Met3 routing:
Drawn at 6 px/um.
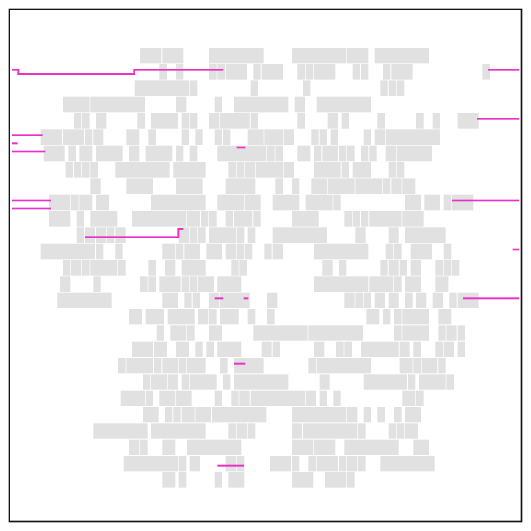
Clock routing:
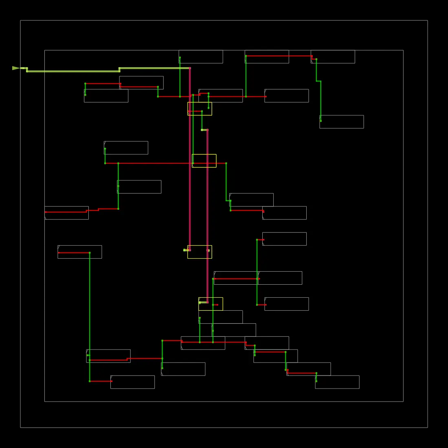
Ports around the boundary:
Drawn at 4 px/um. Pins as bars across the die edge, other pins in gray.
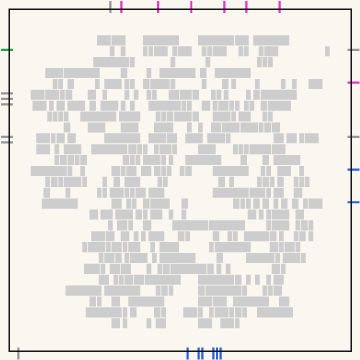
Cells colored by class:
Drawn at 6 px/um.
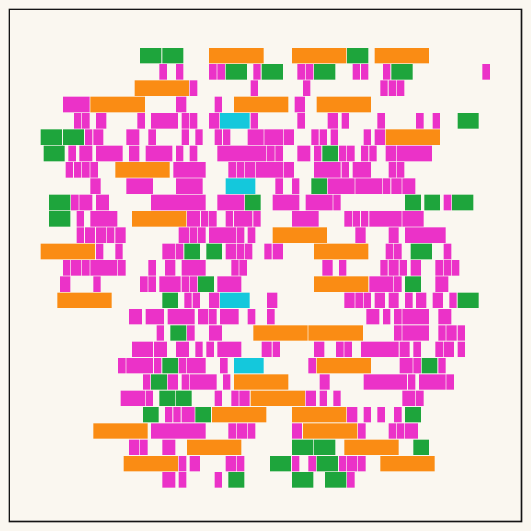
A small window of the routed layout:
Window x 35 to 85, y 35 to 85 um. Cells in gray, sequential cells in the stronger gray; small squares are vias.
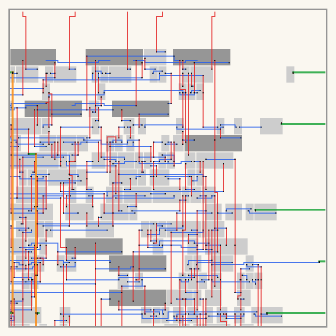
File: src/rtl/eflash_enc_pkg.sv
// Shared types for the eFlash thermometer output encoder: FSM states, capture mode, helpers.
package eflash_enc_pkg;

    typedef enum logic [1:0] {
        IDLE,
        CAPTURE,
        ENCODE,
        OUTPUT
    } state_e;

    typedef logic mode_t;

    localparam mode_t MODE_RBR      = 1'b0;
    localparam mode_t MODE_PARALLEL = 1'b1;

    function automatic int unsigned ipow(input int unsigned base, input int unsigned exp);
        int unsigned r;
        r = 1;
        for (int unsigned i = 0; i < exp; i++) begin
            r = r * base;
        end
        return r;
    endfunction

endpackage

File: src/rtl/eflash_therm_count.sv
// Counts leading ones of one MSB-aligned thermometer sample and flags whether it is a legal code.
module eflash_therm_count #(
    parameter  int THERM_W = 8,
    localparam int CNT_W   = $clog2(THERM_W + 1)
) (
    input  logic [THERM_W-1:0] code_i,
    output logic [CNT_W-1:0]   count_o,
    output logic               valid_o
);

    logic run;

    always_comb begin
        count_o = '0;
        run     = 1'b1;
        for (int i = THERM_W - 1; i >= 0; i--) begin
            if (run && code_i[i]) begin
                count_o = count_o + CNT_W'(1);
            end else begin
                run = 1'b0;
            end
        end
    end

    // A legal code is exactly count_o ones followed by zeros.
    assign valid_o = (code_i == ~({THERM_W{1'b1}} >> count_o));

endmodule

File: src/rtl/eflash_out_encoder_seq.sv
// Sequenced eFlash thermometer encoder: captures 1 (rbr) or NUM_CH (parallel) samples, encodes base THERM_W+1.
// Optional invalid-code checking with sticky err_o is enabled by defining EFLASH_ENC_ERR_CHK_EN.
module eflash_out_encoder_seq
    import eflash_enc_pkg::*;
#(
    parameter  int THERM_W = 8,
    parameter  int NUM_CH  = 2,
    localparam int OUT_W   = $clog2(ipow(THERM_W + 1, NUM_CH))
) (
    input  logic               clk_i,
    input  logic               rst_i,
    input  logic               mode_i,
    input  logic               start_i,
    input  logic               sample_valid_i,
    input  logic [THERM_W-1:0] sample_i,
    output logic               out_valid_o,
    input  logic               out_ready_i,
    output logic [OUT_W-1:0]   out_data_o,
    output logic               busy_o,
    input  logic               err_clr_i,
    output logic               err_o
);

    localparam int CNT_W = $clog2(THERM_W + 1);
    localparam int IDX_W = $clog2(NUM_CH + 1);
    localparam int RADIX = THERM_W + 1;

    state_e             state_q, state_d;
    mode_t              mode_q;
    logic [IDX_W-1:0]   idx_q;
    logic [IDX_W-1:0]   idx_target;
    logic [THERM_W-1:0] slot_q [NUM_CH];
    logic [CNT_W-1:0]   cnt    [NUM_CH];
    logic [CNT_W-1:0]   digit  [NUM_CH];
    logic [NUM_CH-1:0]  code_ok;
    logic [OUT_W-1:0]   res_d, res_p1;
    logic               done, take, hs, seq_start;

    assign idx_target = (mode_q == MODE_PARALLEL) ? IDX_W'(NUM_CH) : IDX_W'(1);
    assign done       = (idx_q == idx_target);
    assign take       = (state_q == CAPTURE) && sample_valid_i && !done;
    assign hs         = (state_q == OUTPUT) && out_ready_i;
    assign seq_start  = start_i && ((state_q == IDLE) || hs);

    for (genvar g = 0; g < NUM_CH; g++) begin : g_cnt
        eflash_therm_count #(.THERM_W(THERM_W)) u_cnt (
            .code_i  (slot_q[g]),
            .count_o (cnt[g]),
            .valid_o (code_ok[g])
        );
`ifdef EFLASH_ENC_ERR_CHK_EN
        assign digit[g] = code_ok[g] ? cnt[g] : '0;
`else
        assign digit[g] = cnt[g];
`endif
    end

    // Horner evaluation keeps slot0 as the most significant base-(THERM_W+1) digit.
    always_comb begin
        res_d = '0;
        if (mode_q == MODE_PARALLEL) begin
            for (int k = 0; k < NUM_CH; k++) begin
                res_d = OUT_W'(res_d * RADIX) + OUT_W'(digit[k]);
            end
        end else begin
            res_d = OUT_W'(digit[0]);
        end
    end

    always_comb begin
        state_d = state_q;
        case (state_q)
            IDLE:    if (start_i) state_d = CAPTURE;
            CAPTURE: if (done) state_d = ENCODE;
            ENCODE:  state_d = OUTPUT;
            OUTPUT:  if (out_ready_i) state_d = start_i ? CAPTURE : IDLE;
            default: state_d = IDLE;
        endcase
    end

    always_ff @(posedge clk_i or posedge rst_i) begin
        if (rst_i) begin
            state_q <= IDLE;
        end else begin
            state_q <= state_d;
        end
    end

    // capture stage
    always_ff @(posedge clk_i or posedge rst_i) begin
        if (rst_i) begin
            mode_q <= MODE_RBR;
            idx_q  <= '0;
            for (int k = 0; k < NUM_CH; k++) begin
                slot_q[k] <= '0;
            end
        end else if (seq_start) begin
            mode_q <= mode_i;
            idx_q  <= '0;
        end else if (take) begin
            idx_q <= idx_q + IDX_W'(1);
            for (int k = 0; k < NUM_CH; k++) begin
                if (idx_q == IDX_W'(k)) slot_q[k] <= sample_i;
            end
        end
    end

    // encode stage
    always_ff @(posedge clk_i or posedge rst_i) begin
        if (rst_i) begin
            res_p1 <= '0;
        end else if (state_q == ENCODE) begin
            res_p1 <= res_d;
        end
    end

    assign out_valid_o = (state_q == OUTPUT);
    assign out_data_o  = out_valid_o ? res_p1 : '0;
    assign busy_o      = (state_q != IDLE);

`ifdef EFLASH_ENC_ERR_CHK_EN
    logic bad_code;
    assign bad_code = (mode_q == MODE_PARALLEL) ? !(&code_ok) : !code_ok[0];

    always_ff @(posedge clk_i or posedge rst_i) begin
        if (rst_i) begin
            err_o <= 1'b0;
        end else if (err_clr_i) begin
            err_o <= 1'b0;
        end else if ((state_q == ENCODE) && bad_code) begin
            err_o <= 1'b1;
        end
    end
`else
    logic [NUM_CH:0] unused_err_chk;
    assign unused_err_chk = {err_clr_i, code_ok};
    assign err_o          = 1'b0;
`endif

endmodule
File: config.mk
export PLATFORM = sky130hd
export DESIGN_NAME = eflash_out_encoder_seq
export DESIGN_NICKNAME = d
export VERILOG_FILES = /design/src/rtl/eflash_enc_pkg.sv /design/src/rtl/eflash_therm_count.sv /design/src/rtl/eflash_out_encoder_seq.sv
export SDC_FILE = /design/constraint.sdc
export NUM_CORES = 1
export LEC_CHECK = 0
export ABC_AREA = 1
export ABC_CLOCK_PERIOD_IN_PS = 3900
export CORE_MARGIN = 5
export CORE_UTILIZATION = 40
export CTS_BUF_LIST = sky130_fd_sc_hd__clkbuf_8
export DETAILED_ROUTE_END_ITERATION = 16
export SYNTH_ARGS = -nofsm -noshare
export SYNTH_HDL_FRONTEND = slang
export SYNTH_SLANG_ARGS = --single-unit
File: constraint.sdc
create_clock -name clk_i -period 3.9 [get_ports clk_i]
set_input_delay 0.78 -clock clk_i [delete_from_list [all_inputs] [get_ports clk_i]]
set_output_delay 0.78 -clock clk_i [all_outputs]
set_load 0.03 [all_outputs]
==> results.txt <==
The run has ended; figures from its reports follow.

Summed over all failing endpoints, the final setup total negative slack is 0 ns. The count of pins over their slew limit came out at 0. The flip-flop cell with the highest count after synthesis is sky130_fd_sc_hd__dfrtp_1. The endpoint required time on the critical path came out at 4.08 ns.

The number of nets in the layout came out at 406. The global routing met1 resource utilization came out at 17.0%. The design internal power is 0.000831 W.

The minimum period implied by the final worst setup slack is 3.69 ns. The total power per unit cell area is 521 mW/mm^2. The chip area line in the Yosys stat output reads 0.00226 sq mm. By area the synthesized netlist is led by sky130_fd_sc_hd__dfrtp_1 31%, sky130_fd_sc_hd__nand2_1 16%, sky130_fd_sc_hd__ha_1 15%, sky130_fd_sc_hd__inv_1 9.8%, sky130_fd_sc_hd__o21ai_0 4.9%. The number of placed instances, taps included is 421. STA classifies the critical path endpoint as a register. Entering global routing, the biggest net connects 29 pins. The die area is 0.00725 sq mm. The number of gates resized after CTS came out at 5.

The warning tally printed by Yosys for this design is 0. Looking at area per cell type in the netlist, the leader is sky130_fd_sc_hd__dfrtp_1. After detailed routing, the number of vias per cell comes to 4.65. Looking at the setup timing report, the critical path kind is reg -> reg. The initial antenna violation count came to 0.

The placed cell area came out at 0.00264 sq mm. The post-DP HPWL is 3480 um. In this design, the stage delay of the slowest critical-path cell is 0.39 ns. Broken down by cell family, the worst path's largest delay share belongs to adder cells. The final antenna diode tally reported by the flow is 0. The total net switching power came out at 0.000655 W. The gate count of the mapped netlist is 319. The number of distinct library cell variants in the gate-level netlist after synthesis is 31. The I/O pin count is 25. OpenSTA, run right after detailed placement, puts the worst setup slack at -0.0703 ns. The final non-filler cell total is 434. The summed area of non-filler cells in the final layout came out at 0.00285 sq mm. The clock tree from TritonCTS is yes.

The routing usage on met2 came out at 22.4%. The total length of routed met2 wires came out at 2030 um. The number of hold violations in the final report is 0.

The sequential group power came out at 0.000513 W. The share of total power in combinational logic came out at 53.0%. The aggregate global-route resource usage came out at 13.2%. The initial core utilization is 41.0%. The netlist area before placement is 0.00226 sq mm. In the synthesized netlist, the cells that appear most often are 97 x sky130_fd_sc_hd__nand2_1, 59 x sky130_fd_sc_hd__inv_1, 28 x sky130_fd_sc_hd__dfrtp_1, 27 x sky130_fd_sc_hd__ha_1, 22 x sky130_fd_sc_hd__o21ai_0. The register clock-pin slew on the reported worst setup and hold paths is 0.10 ns. The maximum fanout encountered on the critical timing path is 3. The top cell types in the final layout, fill and taps aside, are 89 x sky130_fd_sc_hd__nand2_1, 56 x sky130_fd_sc_hd__inv_1, 28 x sky130_fd_sc_hd__dfrtp_1. The routed wirelength on the met1 layer is recorded as 2290 um. The top cell type's share of synthesized area is 31.0%.

After detailed routing, no signal wire sits above met4. In this run, the clock network consumes 12.5% of the power. The yosys cell count is 319.

The floorplan core area came out at 0.00551 sq mm. The count of TritonRoute iterations in the first routing pass is 4. The first global-routing pass estimated 7980 um of wire. The cell-mix breakdown from Yosys lists the compound-gate area share as 9.15%. For this run the aggregate overflow at the end of global routing stands at 0. The top achievable clock speed is 271 MHz. The area share of and/or/nand/nor cells after synthesis is 31.1%. The launch point of the worst min-delay path is recorded as res_p1[6].

The OpenROAD warning count is 34. The most used routing layer in global routing is met2. The peak supply drop came out at 304 uV. The met3 wire length is 117 um. The worst path arrival time is 3.87 ns. Endpoints with negative setup slack in the final report add up to 0.

The number of CTS-inserted buffers came out at 3. The number of global-route vias before repair is 1932. By area, the combinational part of the netlist is dominated by simple AND/OR/NAND/NOR gates. The count of H-tree levels built during CTS is 1.

Clock latency on the worst-skew pair, taken at its later pin, is 0.28 ns. The most common cell in the synthesized netlist is sky130_fd_sc_hd__nand2_1. The depth of the worst register-to-register path came out at 25. Per the timing report, the most critical flop-to-flop path finishes at res_p1[5].

The maximum number of buffers from clock root to sink came out at 2. The number of flip-flops in the largest register came out at 16. Per the breakdown, switching nets consume 44.1% of all power. The power group with the largest share is combinational logic. The largest registers in the layout are slot_q x16, res_p1 x7. The register with the most flip-flops in the final layout is slot_q.

After its last routability iteration, the placer logged a weighted congestion of 0.790. Per the detail_route report, routed wire per instance is 10.4 um. Per the synthesis report, the XOR/XNOR share of the synthesized area is 1.55%. The share of flip-flops with an asynchronous set or reset came out at 100%.

The flow ran to the end, and the final reports show no timing, DRC or antenna violations. STA classifies the critical path startpoint as a register. The count of hold buffers inserted by post-cts repair came out at 0. The adder-cell area share of the yosys netlist is 15.9%.

Cells fill 51.8% of the core in the end. STA reports a reg2reg setup slack of 0.21 ns. The worst register-to-register path begins at slot_q[13]. Counting instances, the worst hold path has a depth of 2.

Once detail routing completed, the nets flagged for antenna violations numbered 0. Summing all multiplexer cells gives an area fraction of 0%. The detailed router's first-iteration violation count came out at 68. The most used cell along the critical path is sky130_fd_sc_hd__nand2_1. The part of the power in registers came out at 34.5%.

For this design, the sink count on the clock tree is 28. The power attributed to combinational cells came out at 0.000787 W. Note that the worst hold path type here is reg -> reg.

Setup slack on the critical path of the routed design comes to 0.210 ns. The leakage power is 1.56 nW. The relative area change from synthesis to final layout is 26.3%.

The number of enable-type register cells in the synthesized netlist came out at 0. Per the post-run analysis, buffers plus inverters along the critical path come to 3. Hold analysis lists the worst path endpoint as res_p1[6]. The number of maximum-capacitance constraint violations is 0.

The sequential fraction of the synthesis area came out at 31.0%. The initialized floorplan defines 27 standard-cell rows. The synthesis stat section lists a flop and latch total of 28. The design draws 0.00149 W. The most common cell after layout, fill and taps aside is sky130_fd_sc_hd__nand2_1. Dividing the synthesized area by the synthesized cell count gives 7.08 sq um.

The number of post-CTS setup repair buffers came out at 4. The ratio of cells with drive above 1 in the final layout is 17.7%. The timing report shows that the slowest cell on the worst path is sky130_fd_sc_hd__dfrtp_1. CTS placed an instance of sky130_fd_sc_hd__clkbuf_8 at the clock tree root. At floorplan, the net count of the design was reported as 362. In the finished design, the share of the clock period the worst path needs comes to 94.6%. The worst-case hold slack is 0.497 ns. Setup repair after global routing could not meet its margin everywhere. The DRC violation count after routing came out at 0.
Back to the opening pictures, 'met3 routing':
- main direction: horizontal
- longest straight run: 19.3 um
- wire length on this layer: 118 um
overall routed net length: 4510 um
grt met3 use: 1.84%
number of vias in the routed layout: 2017

Back to the opening pictures, 'clock routing':
Final Skew: 0.00784 ns
clock network power: 0.000185 W
clock buffer instance count of the final layout: 4

Back to the opening pictures, 'ports around the boundary':
- green: `clk_i` (pins 1; direction input; edge left)
- magenta: `out_data_o` (pins 7; direction output; edge 6 top, 1 right)
- blue: `sample_i` (pins 8; direction input; edge 6 bottom, 2 right)
- all pins by edge: 7 bottom, 7 top, 6 left, 5 right
floorplan die width: 85.1 um
IO Port Bufs: 22

Back to the opening pictures, 'cells colored by class':
- green: other buffers and delay cells (cells 43)
- magenta: all other logic (cells 287)
- cyan: clock drivers and dummy loads (cells 4)
- orange: flip-flops (cells 28)

Back to the opening pictures, 'a small window of the routed layout':
- green: met3
- blue: met1
- orange: met4
- red: met2
- most frequent: nand2_1 (36), inv_1 (23), nand3_1 (10)
- cells with their middle in the window: 138
- netlist names of flops here include: `res_p1` (6), `slot_q` (3)
- sequential cells in the window: 9

## worst max-delay path by stage
| stage | from | endpoint | slack, ns | cells after the start |
|---|---|---|---|---|
| after floorplan | slot_q[5] | res_p1[5] | 0.13 | 30 |
| after global placement | slot_q[5] | res_p1[5] | -0.001 | 30 |
| after detailed placement | slot_q[5] | res_p1[5] | -0.07 | 30 |
| after CTS | slot_q[5] | res_p1[5] | 0.02 | 30 |
| after global routing | slot_q[13] | res_p1[5] | -0.06 | 25 |
| final | slot_q[13] | res_p1[5] | 0.21 | 25 |
## final cells by class
class                   count  area, sq um
clock buffers               4         55.1
fillers                   530         2660
inverters                  61          229
multi-input cells         226         1400
flip-flops and latches     28          701
well taps                  72         90.1
repair buffers             43          378
Power and IR drop assume default switching activity.
